--- config.mk ---
export PLATFORM = sky130hd
export DESIGN_NAME = keypad_scanner
export DESIGN_NICKNAME = d
export VERILOG_FILES = /design/src/rtl/keypad_scanner.sv
export SDC_FILE = /design/constraint.sdc
export NUM_CORES = 1
export LEC_CHECK = 0
export ABC_AREA = 1
export CORE_UTILIZATION = 50
export CTS_BUF_LIST = sky130_fd_sc_hd__clkbuf_16
export CTS_CLUSTER_SIZE = 28
export DETAILED_ROUTE_END_ITERATION = 6
export PLACE_DENSITY = 0.78
export SETUP_SLACK_MARGIN = 0.5
export SYNTH_ARGS = -nofsm -noshare
export SYNTH_HDL_FRONTEND = slang
export SYNTH_SLANG_ARGS = --single-unit
--- constraint.sdc ---
create_clock -name clk -period 2.6 [get_ports clk]
set_input_delay 0.26 -clock clk [delete_from_list [all_inputs] [get_ports clk]]
set_output_delay 0.26 -clock clk [all_outputs]
set_load 0.005 [all_outputs]
--- src/rtl/keypad_scanner.sv ---
// keypad_scanner
//   Scans a 4x4 active-low key matrix one column at a time, assembles the
//   row samples of all four columns into a 16-bit raw frame, and debounces
//   at frame granularity: the key vector only follows the raw frame once
//   STABLE_FRAMES consecutive frames have been identical.
//
// Ports
//   clk        system clock
//   rst        synchronous active-high reset
//   row_in     matrix rows, active-low, pulled up, asynchronous to clk
//   col_out    column drive, active-low, exactly one bit low
//   key        debounced key levels, bit r*4+c = row r / column c, 1 = pressed
//   key_press  one-cycle strobe when at least one key newly becomes pressed
//   key_code   index of the lowest newly pressed key, held between strobes
//   any_key    OR of key, registered with key
//
// States (column FSM)
//   state | meaning
//   COL0  | column 0 driven low, rows sampled into bits 0,4,8,12 on tick
//   COL1  | column 1 driven low, rows sampled into bits 1,5,9,13 on tick
//   COL2  | column 2 driven low, rows sampled into bits 2,6,10,14 on tick
//   COL3  | column 3 driven low, sample on tick completes the frame
module keypad_scanner #(
  parameter int SCAN_DIV      = 50_000,
  parameter int STABLE_FRAMES = 4
) (
  input  logic        clk,
  input  logic        rst,
  input  logic [3:0]  row_in,
  output logic [3:0]  col_out,
  output logic [15:0] key,
  output logic        key_press,
  output logic [3:0]  key_code,
  output logic        any_key
);

  localparam int              DivW      = (SCAN_DIV > 2) ? $clog2(SCAN_DIV) : 1;
  localparam logic [DivW-1:0] DivLast   = DivW'(SCAN_DIV - 1);
  localparam logic [3:0]      StableMax = 4'(STABLE_FRAMES);

  typedef enum logic [1:0] {COL0, COL1, COL2, COL3} colState_t;

  logic [3:0]      rowMeta, rowSync;
  logic [DivW-1:0] divCnt;
  logic            tick;
  colState_t       colState;
  logic [15:0]     rawFrame, prevFrame;
  logic            frameDone;
  logic [3:0]      stableCnt, stableNext;
  logic [15:0]     newKeys;
  logic [3:0]      lowestNew;

  // Rows idle high, so the synchroniser resets to "nothing pressed".
  always_ff @(posedge clk) begin
    if (rst) begin
      rowMeta <= 4'hF;
      rowSync <= 4'hF;
    end else begin
      rowMeta <= row_in;
      rowSync <= rowMeta;
    end
  end

  assign tick = (divCnt == DivLast);

  always_ff @(posedge clk) begin
    if (rst)       divCnt <= '0;
    else if (tick) divCnt <= '0;
    else           divCnt <= divCnt + DivW'(1);
  end

  // Sampling on tick happens before the column advances, so each column has
  // had almost a full slot to settle. col_out rotates in step with the state.
  always_ff @(posedge clk) begin
    if (rst) begin
      colState  <= COL0;
      col_out   <= 4'b1110;
      rawFrame  <= '0;
      frameDone <= 1'b0;
    end else begin
      frameDone <= tick && (colState == COL3);
      if (tick) begin
        col_out <= {col_out[2:0], col_out[3]};
        case (colState)
          COL0: begin
            {rawFrame[12], rawFrame[8], rawFrame[4], rawFrame[0]} <= ~rowSync;
            colState <= COL1;
          end
          COL1: begin
            {rawFrame[13], rawFrame[9], rawFrame[5], rawFrame[1]} <= ~rowSync;
            colState <= COL2;
          end
          COL2: begin
            {rawFrame[14], rawFrame[10], rawFrame[6], rawFrame[2]} <= ~rowSync;
            colState <= COL3;
          end
          default: begin
            {rawFrame[15], rawFrame[11], rawFrame[7], rawFrame[3]} <= ~rowSync;
            colState <= COL0;
          end
        endcase
      end
    end
  end

  always_comb begin
    stableNext = 4'd1;
    if (rawFrame == prevFrame) begin
      stableNext = (stableCnt >= StableMax) ? StableMax : stableCnt + 4'd1;
    end
  end

  assign newKeys = rawFrame & ~key;

  // Descending scan so the lowest set bit wins.
  always_comb begin
    lowestNew = 4'd0;
    for (int i = 15; i >= 0; i--) begin
      if (newKeys[i]) lowestNew = 4'(i);
    end
  end

  always_ff @(posedge clk) begin
    if (rst) begin
      prevFrame <= '0;
      stableCnt <= '0;
      key       <= '0;
      any_key   <= 1'b0;
      key_press <= 1'b0;
      key_code  <= '0;
    end else begin
      key_press <= 1'b0;
      if (frameDone) begin
        stableCnt <= stableNext;
        prevFrame <= rawFrame;
        // Rewriting key while saturated is harmless: newKeys is then zero.
        if (stableNext == StableMax) begin
          key     <= rawFrame;
          any_key <= |rawFrame;
          if (|newKeys) begin
            key_press <= 1'b1;
            key_code  <= lowestNew;
          end
        end
      end
    end
  end

endmodule

==> results.sh <==
# yosys + openroad results
export IMPL_warnings=31
export IMPL_hold_path_class="flip-flop to flip-flop"
export IMPL_cp_slowest_cell="dfxtp_1"
export IMPL_cp_max_fo=10
export IMPL_final_period_utilization=0.7518
export IMPL_cap_viol_max_count=0
export IMPL_use_met1=0.2660
export IMPL_cp_start_kind="flip-flop"
export IMPL_busiest_layer="met2"
export IMPL_grt_max_degree=61
export IMPL_drt_iter0_drc=140
export IMPL_crit_top_cell="nor3_4"
export IMPL_wl_met1_um=3561
export IMPL_grt_pass1_vias=2945
export IMPL_use_met2=0.3672
export IMPL_clk_pin_slew_ns=0.06
export IMPL_async_flop_share=0
export IMPL_worst_setup_path_type="flip-flop to flip-flop"
export IMPL_routedWlPerCell_um=12.40
export IMPL_diodes=0
export IMPL_cts_root_buf="clkbuf_16"
export IMPL_status="completed"
export IMPL_fin_util=0.6169
export IMPL_ir_drop_uv=361.7
export IMPL_finalNonFillerCells=620
export IMPL_placed_area_mm2=0.004114
export IMPL_hpwlAfterDp_um=5321
export IMPL_common_cells="94 x nand2_1, 89 x dfxtp_1, 59 x a21oi_1"
export IMPL_yosys_cells=480
export IMPL_crit_path_end_kind="flip-flop"
export IMPL_ys_sh_mux=0
export IMPL_synth_nets=493
export IMPL_layout_setup_ws_ns=0.6454
export IMPL_power_mw=2.574
export IMPL_die_h_um=88.07
export IMPL_grt_overflow=0
export IMPL_critical_path_max_stage_delay_ns=0.34
export IMPL_dr_wl_met3_um=282
export IMPL_ys_area_mm2=0.003704
export IMPL_synthAdderAreaFrac=0.02365
export IMPL_synth_top_flop_cell="dfxtp_1"
export IMPL_drive_gt1_frac=0.1075
export IMPL_maxSlewHeadroom=0.6460
export IMPL_rsz0062_at_grt="true"
export IMPL_top_area_cell="dfxtp_1"
export IMPL_track_usage=0.2144
export IMPL_cpLargestDelayFamily="simple AND/OR/NAND/NOR gates"
export IMPL_required_ns=2.86
export IMPL_dp_cells=600
export IMPL_cts_buffers=9
export IMPL_initCoreUtil=0.5134
export IMPL_synth_most_common_cell="nand2_1"
export IMPL_synth_edff_count=0
export IMPL_powerDensity_mw_per_mm2=578.3
export IMPL_via_count=3116
export IMPL_routabilityCongestion=0.8302
export IMPL_hold_viol=0
export IMPL_nets=529
export IMPL_dr_wl_met2_um=3719
export IMPL_antenna_found_initial=0
export IMPL_min_period_ns=1.955
export IMPL_xor_share=0.03784
export IMPL_cp_data_arrival_time_ns=2.22
export IMPL_ys_sh_simple=0.2253
export IMPL_topCellsByArea="dfxtp_1 48%, nand2_1 9.5%, a21oi_1 8.0%, inv_1 5.3%, o21ai_0 5.1%"
export IMPL_syn_cell_area_mm2=0.003704
export IMPL_core_area_mm2=0.007214
export IMPL_path_buffers=2
export IMPL_dp_slack_ns=0.4032
export IMPL_seq_area_frac_synth=0.4811
export IMPL_drtAntennaViolNets=0
export IMPL_met3_usage=0.03864
export IMPL_setup_viol=0
export IMPL_fillers=652
export IMPL_holdWs_ns=0.4063
export IMPL_chipWidth_um=88.07
export IMPL_finalWirelength_um=7690
export IMPL_topCombFamilyByArea="simple AND/OR/NAND/NOR gates"
export IMPL_cts_sinks=89
export IMPL_cts_max_level=3
export IMPL_yosysWarnings=0
export IMPL_ios=32
export IMPL_cp_cell_sequence="xor2_1, nor2_1, nand2_1, nor3_4, nand3_2, nor3_4, buf_6, buf_4, o21ai_0, a21oi_1"
export IMPL_drv_slew=0
export IMPL_synthCells=480
export IMPL_highest_layer="met4"
export IMPL_fmax_mhz=511.6
export IMPL_syn_area_per_cell_um2=7.716
export IMPL_vias_per_cell=5.026
export IMPL_drt_first_pass_iters=4
export IMPL_area_growth_pct=20.17
export IMPL_lay_top_cells="89 x nand2_1, 89 x dfxtp_1, 59 x a21oi_1"
export IMPL_clock_path_buffers=2
export IMPL_fin_tns_setup_ns=0
export IMPL_cts_tree="yes"
export IMPL_p_leak_nw=1.872
export IMPL_die_area_mm2=0.007755
export IMPL_numPortBuffers=31
export IMPL_top_area_frac=0.4811
export IMPL_post_synth_ao_oa_area_fraction=0.1598
export IMPL_synth_seq_cells=89
export IMPL_yosysUniqueCellTypes=35
export IMPL_worst_pin_slew_ns=0.5310
export IMPL_drc=0
export IMPL_grt_pass1_wl_um=12890
[state kept, by name, summed over array words and instances (netlist names)]
register and count:
key_code 4, prevFrame 16, divCnt 16, frameDone 1, col_out 4, key_press 1, rawFrame 16, rowMeta 4
colState 2, rowSync 4, key 16, stableCnt 4, any_key 1
[path summary, 6_finish.rpt]
| path | slack [ns] | cells past startpoint | endpoint | from |
|---|---|---|---|---|
| worst max-delay path | 0.65 | 10 | key[5] | rawFrame[14] |
| worst min-delay path | 0.41 | 1 | rowSync[3] | rowMeta[3] |
| worst max register to register | 0.65 | 10 | key[5] | rawFrame[14] |
| worst min register to register | 0.41 | 1 | rowSync[3] | rowMeta[3] |
[logic make-up after synthesis]
kind of cell    Yosys count
compound gates          112
xor+xnor                 16
fa+ha+maj                 7
buf+inv                  70
flops                    89
simple gates            186
[what timing repair did]
action                                  in CTS  in global routing
hold buffers                                 0                  0
buffers inserted                             2                  2
endpoints found under the setup margin      12                 25
resized                                      0                 12
pin swaps                                    1                  4
[power by group]
group | internal, mW | total, mW | switching, mW
Combinational | 0.0209 | 0.0485 | 0.0276
Clock | 0.636 | 1.15 | 0.510
Sequential | 1.37 | 1.38 | 0.00616
[final cells by class]
cell class | count | area, um2 | area share
clock buffer | 9 | 225.2 | 0.05060
tap | 99 | 123.9 | 0.02783
multi-input combinational | 321 | 1675 | 0.3764
sequential | 89 | 1782 | 0.4003
timing repair buffer | 40 | 394.1 | 0.08856
inverter | 55 | 210.2 | 0.04723
clock inverter | 7 | 40.04 | 0.008996
**Clock nets**

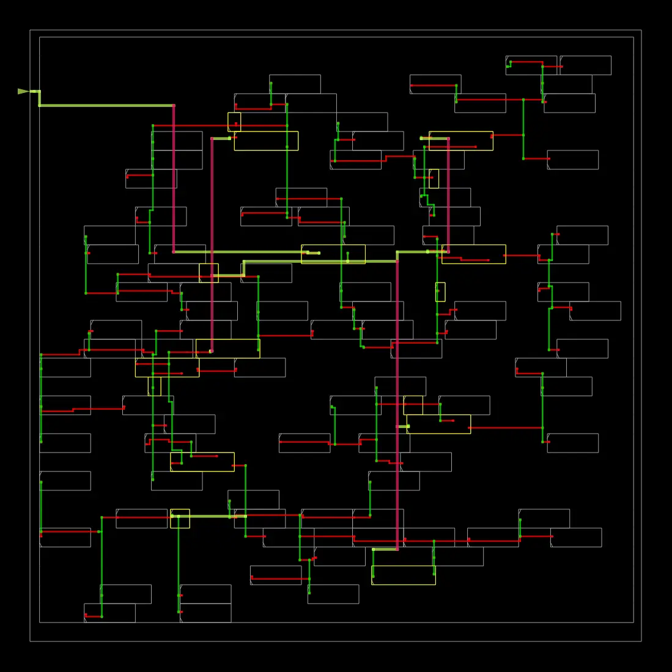
Clk. pwr: 1.15 mW
skew final: 0.006676 ns

**Placement by cell class**

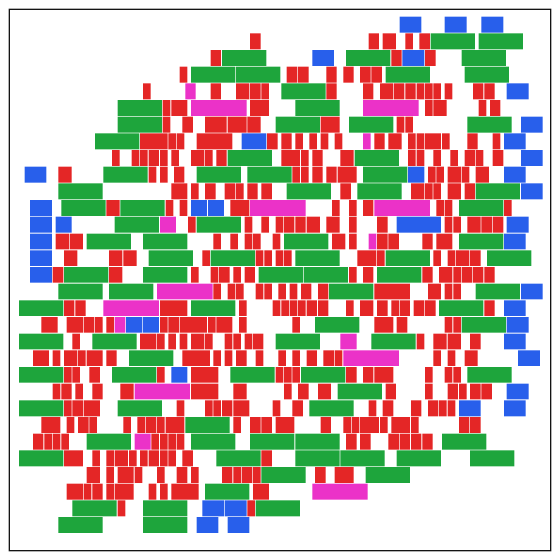
[red] remaining logic cells | cells: 376 | share of their area: 44%
[magenta] clock drivers and dummy loads | cells: 16 | share of their area: 6.1%
[green] registers | cells: 89 | share of their area: 41%
[blue] remaining buffers and delay cells | cells: 40 | share of their area: 9.1%
design area: 0.004451 mm2
row count: 31

**Nets reached from selected ports**

Bar = 20 um.
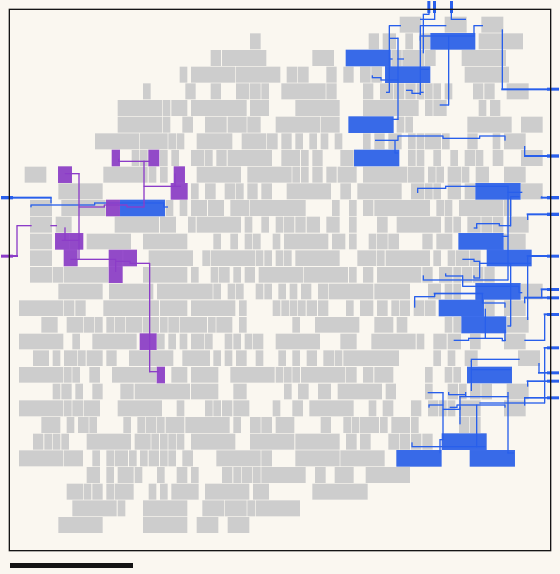
[purple] `rst` | bits: 1 | direction: input | edge: left | end cells: 14 | wire: 96.4 um
[blue] `key` | bits: 16 | direction: output | edge: 12 right, 3 top, 1 left | end cells: 16 | wire: 474 um

**Drive-strength map**

Bar = 20 um.
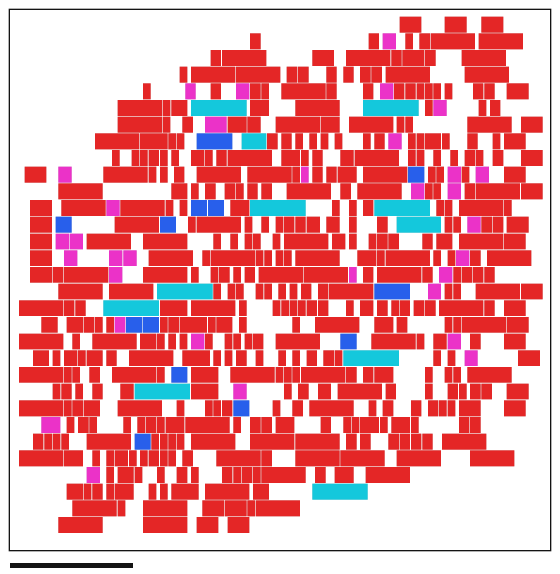
[magenta] x2 | cells: 32 | most used: or2_2
[red] x1 and smaller | cells: 465
[blue] x3 and x4 | cells: 13 | most used: buf_4
[cyan] x6 and larger | cells: 11 | most used: clkbuf_16

**Routed clock nets over the placement**

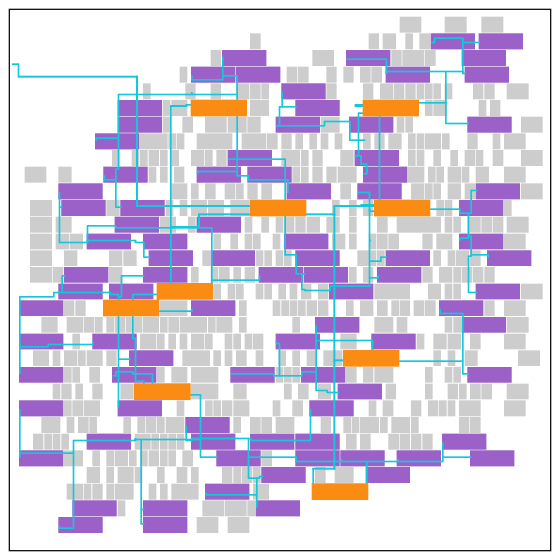
[purple] flip-flops | count: 89
[cyan] clock wires | length: 968 um
[orange] clock-net drivers | count: 9
flops lie: widely spread
clock latency on the worst-skew pair: 0.34 ns
clock power share: 0.445

No activity file was given, so power comes from the tool's default toggle rates.
